[src/rtl/bram_playback.sv]
// Purpose: replays words 0..len-1 of a BRAM as an AXI-Stream, num_passes times (0 = until stop).
// Latency: first read the cycle after start, first m_tvalid two cycles after start, then 1 beat/cycle.
// Backpressure: at most two words buffered or in flight; reads pause while m_tready holds the stream.
//
// Ports:
//   clk, rst_n              clock and asynchronous active-low reset
//   start, stop             one-cycle control pulses
//   len, num_passes         run setup, captured on an accepted start
//   mem_en/mem_addr         read port to a 1-cycle-latency memory; mem_dout returns the data
//   m_tdata/m_tvalid/m_tready/m_tlast   AXI-Stream output
//   busy, done, pass_cnt    status

// Small generic FIFO. When empty, a pushed word is presented on the output in
// the same cycle (bypass), so a 1-cycle memory can still sustain 1 beat/cycle.
module bram_playback_fifo #(
  parameter int WIDTH = 8,
  parameter int DEPTH = 2
) (
  input  logic                       clk,
  input  logic                       rst_n,
  input  logic                       i_push_vld,
  input  logic [WIDTH-1:0]           i_push_dat,
  output logic                       o_pop_vld,
  output logic [WIDTH-1:0]           o_pop_dat,
  input  logic                       i_pop_rdy,
  output logic [$clog2(DEPTH):0]     o_count
);
  localparam int PW = $clog2(DEPTH);

  logic [WIDTH-1:0] r_mem [DEPTH];
  logic [PW-1:0]    r_wr_ptr;
  logic [PW-1:0]    r_rd_ptr;
  logic [PW:0]      r_count;
  logic             w_empty;
  logic             w_bypass;
  logic             w_wr;
  logic             w_rd;

  assign w_empty   = (r_count == '0);
  assign o_pop_vld = !w_empty || i_push_vld;
  // Output is forced to zero when nothing is valid so idle/reset data reads 0.
  assign o_pop_dat = !w_empty  ? r_mem[r_rd_ptr] :
                     i_push_vld ? i_push_dat     : '0;
  // A word that arrives into an empty FIFO and leaves at once is never stored.
  assign w_bypass  = w_empty && i_push_vld && i_pop_rdy;
  assign w_wr      = i_push_vld && !w_bypass;
  assign w_rd      = !w_empty && i_pop_rdy;
  assign o_count   = r_count;

  always_ff @(posedge clk) begin
    if (w_wr) r_mem[r_wr_ptr] <= i_push_dat;
  end

  always_ff @(posedge clk or negedge rst_n) begin
    if (!rst_n) begin
      r_wr_ptr <= '0;
      r_rd_ptr <= '0;
      r_count  <= '0;
    end else begin
      if (w_wr) r_wr_ptr <= r_wr_ptr + PW'(1);
      if (w_rd) r_rd_ptr <= r_rd_ptr + PW'(1);
      r_count <= r_count + {{PW{1'b0}}, w_wr} - {{PW{1'b0}}, w_rd};
    end
  end
endmodule

module bram_playback #(
  parameter int DWIDTH = 32,
  parameter int AWIDTH = 10
) (
  input  logic              clk,
  input  logic              rst_n,
  input  logic              start,
  input  logic              stop,
  input  logic [AWIDTH:0]   len,
  input  logic [15:0]       num_passes,
  output logic              mem_en,
  output logic [AWIDTH-1:0] mem_addr,
  input  logic [DWIDTH-1:0] mem_dout,
  output logic [DWIDTH-1:0] m_tdata,
  output logic              m_tvalid,
  input  logic              m_tready,
  output logic              m_tlast,
  output logic              busy,
  output logic              done,
  output logic [15:0]       pass_cnt
);
  localparam logic [AWIDTH:0] LEN_MAX = {1'b1, {AWIDTH{1'b0}}};

  typedef enum logic [1:0] {S_IDLE, S_RUN, S_DRAIN} state_t;

  state_t            r_state;
  state_t            w_state_nxt;
  logic [AWIDTH:0]   r_len;
  logic [15:0]       r_num_passes;
  logic              r_stop;
  logic [AWIDTH-1:0] r_addr;
  logic [15:0]       r_passes_issued;
  logic              r_inflight;
  logic              r_inflight_last;
  logic              r_inflight_final;
  logic [15:0]       r_pass_cnt;
  logic              r_done;

  logic              w_accept;
  logic              w_issue;
  logic              w_room;
  logic              w_at_end;
  logic              w_final_pass;
  logic [AWIDTH:0]   w_len_clamped;
  logic [AWIDTH:0]   w_last_addr;
  logic              w_head_vld;
  logic [DWIDTH+1:0] w_head_dat;
  logic              w_head_final;
  logic              w_head_last;
  logic              w_beat;
  logic [1:0]        w_fifo_count;

  assign w_len_clamped = (len > LEN_MAX) ? LEN_MAX : len;
  assign w_last_addr   = r_len - (AWIDTH + 1)'(1);
  assign w_at_end      = ({1'b0, r_addr} == w_last_addr);
  // A pass ends the run if stop was seen (latched or arriving now) or the pass budget is used up.
  assign w_final_pass  = r_stop || stop ||
                         ((r_num_passes != 16'd0) && (r_passes_issued == r_num_passes - 16'd1));
  // Buffered words plus the read in flight must stay below two before a new read issues.
  assign w_room        = (w_fifo_count == 2'd0) || ((w_fifo_count == 2'd1) && !r_inflight);

  always_comb begin
    w_state_nxt = r_state;
    w_accept    = 1'b0;
    w_issue     = 1'b0;
    case (r_state)
      S_IDLE: begin
        if (start && (len != '0)) begin
          w_accept    = 1'b1;
          w_state_nxt = S_RUN;
        end
      end
      S_RUN: begin
        w_issue = w_room;
        if (w_room && w_at_end && w_final_pass) w_state_nxt = S_DRAIN;
      end
      S_DRAIN: begin
        if (w_beat && w_head_final) w_state_nxt = S_IDLE;
      end
      default: w_state_nxt = S_IDLE;
    endcase
  end

  always_ff @(posedge clk or negedge rst_n) begin
    if (!rst_n) begin
      r_state          <= S_IDLE;
      r_len            <= '0;
      r_num_passes     <= '0;
      r_stop           <= 1'b0;
      r_addr           <= '0;
      r_passes_issued  <= '0;
      r_inflight       <= 1'b0;
      r_inflight_last  <= 1'b0;
      r_inflight_final <= 1'b0;
      r_pass_cnt       <= '0;
      r_done           <= 1'b0;
    end else begin
      r_state          <= w_state_nxt;
      r_done           <= w_beat && w_head_final;
      r_inflight       <= w_issue;
      r_inflight_last  <= w_issue && w_at_end;
      r_inflight_final <= w_issue && w_at_end && w_final_pass;
      if (w_accept) begin
        r_len           <= w_len_clamped;
        r_num_passes    <= num_passes;
        r_stop          <= stop;
        r_addr          <= '0;
        r_passes_issued <= '0;
        r_pass_cnt      <= '0;
      end else begin
        if ((r_state == S_RUN) && stop) r_stop <= 1'b1;
        if (w_issue) begin
          r_addr <= w_at_end ? '0 : r_addr + AWIDTH'(1);
          if (w_at_end) r_passes_issued <= r_passes_issued + 16'd1;
        end
        if (w_beat && w_head_last && (r_pass_cnt != 16'hFFFF)) r_pass_cnt <= r_pass_cnt + 16'd1;
      end
    end
  end

  // Each word carries its tlast flag and a flag marking the very last beat of the run.
  bram_playback_fifo #(
    .WIDTH (DWIDTH + 2),
    .DEPTH (2)
  ) u_fifo (
    .clk        (clk),
    .rst_n      (rst_n),
    .i_push_vld (r_inflight),
    .i_push_dat ({r_inflight_final, r_inflight_last, mem_dout}),
    .o_pop_vld  (w_head_vld),
    .o_pop_dat  (w_head_dat),
    .i_pop_rdy  (m_tready),
    .o_count    (w_fifo_count)
  );

  assign w_head_final = w_head_dat[DWIDTH+1];
  assign w_head_last  = w_head_dat[DWIDTH];
  assign w_beat       = w_head_vld && m_tready;

  assign mem_en   = w_issue;
  assign mem_addr = r_addr;
  assign m_tdata  = w_head_dat[DWIDTH-1:0];
  assign m_tlast  = w_head_last;
  assign m_tvalid = w_head_vld;
  assign busy     = (r_state != S_IDLE);
  assign done     = r_done;
  assign pass_cnt = r_pass_cnt;
endmodule

[config.mk]
export PLATFORM = sky130hd
export DESIGN_NAME = bram_playback
export DESIGN_NICKNAME = d
export VERILOG_FILES = /design/src/rtl/bram_playback.sv
export SDC_FILE = /design/constraint.sdc
export NUM_CORES = 1
export LEC_CHECK = 0
export CAP_MARGIN = 25
export CORE_ASPECT_RATIO = 0.5
export CORE_MARGIN = 2
export CORE_UTILIZATION = 40
export CTS_CLUSTER_SIZE = 20
export DETAILED_ROUTE_END_ITERATION = 10
export PLACE_DENSITY = 0.73
export SETUP_SLACK_MARGIN = 0.5
export SLEW_MARGIN = 40
export SYNTH_ARGS = -nofsm -noshare
export SYNTH_HDL_FRONTEND = slang
export SYNTH_SLANG_ARGS = --single-unit
export TNS_END_PERCENT = 1
[constraint.sdc]
create_clock -name clk -period 6.6 [get_ports clk]
set_clock_uncertainty 0.05 [all_clocks]
set_input_delay 1.98 -clock clk [delete_from_list [all_inputs] [get_ports clk]]
set_output_delay 1.98 -clock clk [all_outputs]
set_load 0.005 [all_outputs]
==> flow_metrics.tcl <==
# place-and-route summary
set metrics [dict create \
    status "complete, no violations" \
    dieArea_mm2 0.0198 \
    finalHoldViolations 0 \
    grt_pass1_wl_um 28200 \
    simple_gate_share 0.214 \
    rows 35 \
    via_per_inst 5.23 \
    ys_warn_count 0 \
    finalCoreUtilization 0.523 \
    min_period_ns 5.28 \
    min-delay-start "r_inflight_final" \
    synth-adder-area-share 0.0135 \
    p_switching_mw 1.50 \
    drv_slew 0 \
    route.met3.wl_um 511 \
    end_kind "output port" \
    dieWidth_um 197 \
    largest_register_ffs 68 \
    drive_above_1_share 0.0629 \
    drt_pass1_iterations 6 \
    fp-utilization 0.406 \
    grt_usage 0.180 \
    flop_cell "dfrtp_1" \
]
-- critical path, cell delays in order --
cell and delay [ns]:
clkdlybuf4s50_1 0.54, nand3_1 0.09, o21ai_0 0.09, clkdlybuf4s50_1 0.55
-- kinds of logic (layout without fill, tap and decap cells) --
| family | count (synthesis) | after routing |
|---|---|---|
| compound gates | 102 | 102 |
| xor+xnor | 48 | 48 |
| fa+ha+maj | 8 | 8 |
| buf+inv | 47 | 177 |
| flops | 148 | 148 |
| mux | 49 | 49 |
| simple gates | 311 | 311 |
-- cell type report --
cell class              instances  area (um2)
fillers                      1651        8730
repair buffers                132        1350
inverters                      13        48.8
well taps                     240         300
flip-flops and latches        148        4050
multi-input cells             518        3240
clock inverters                12         141
clock buffers                  20         447
Fig. 1: M1 wires
Bar = 50 um. Supply wires on this layer in gray.
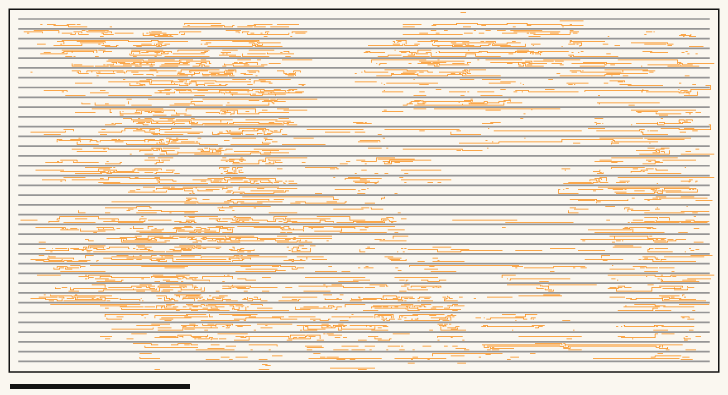
The layer holds 49% of the routed length. The wires run mostly horizontal. The layer carries 8,290 um of wire.

Fig. 2: met2 routing
Bar = 50 um.
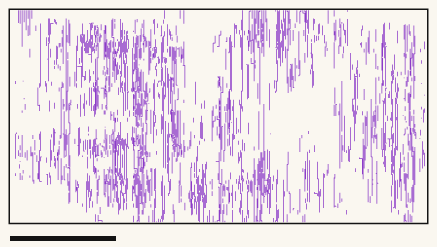
The layer carries 8,010 um of wire. The longest straight run is 43.9 um.
Post-Route WL: 17,000 um
vias: 5,665
grt met2 use: 0.288

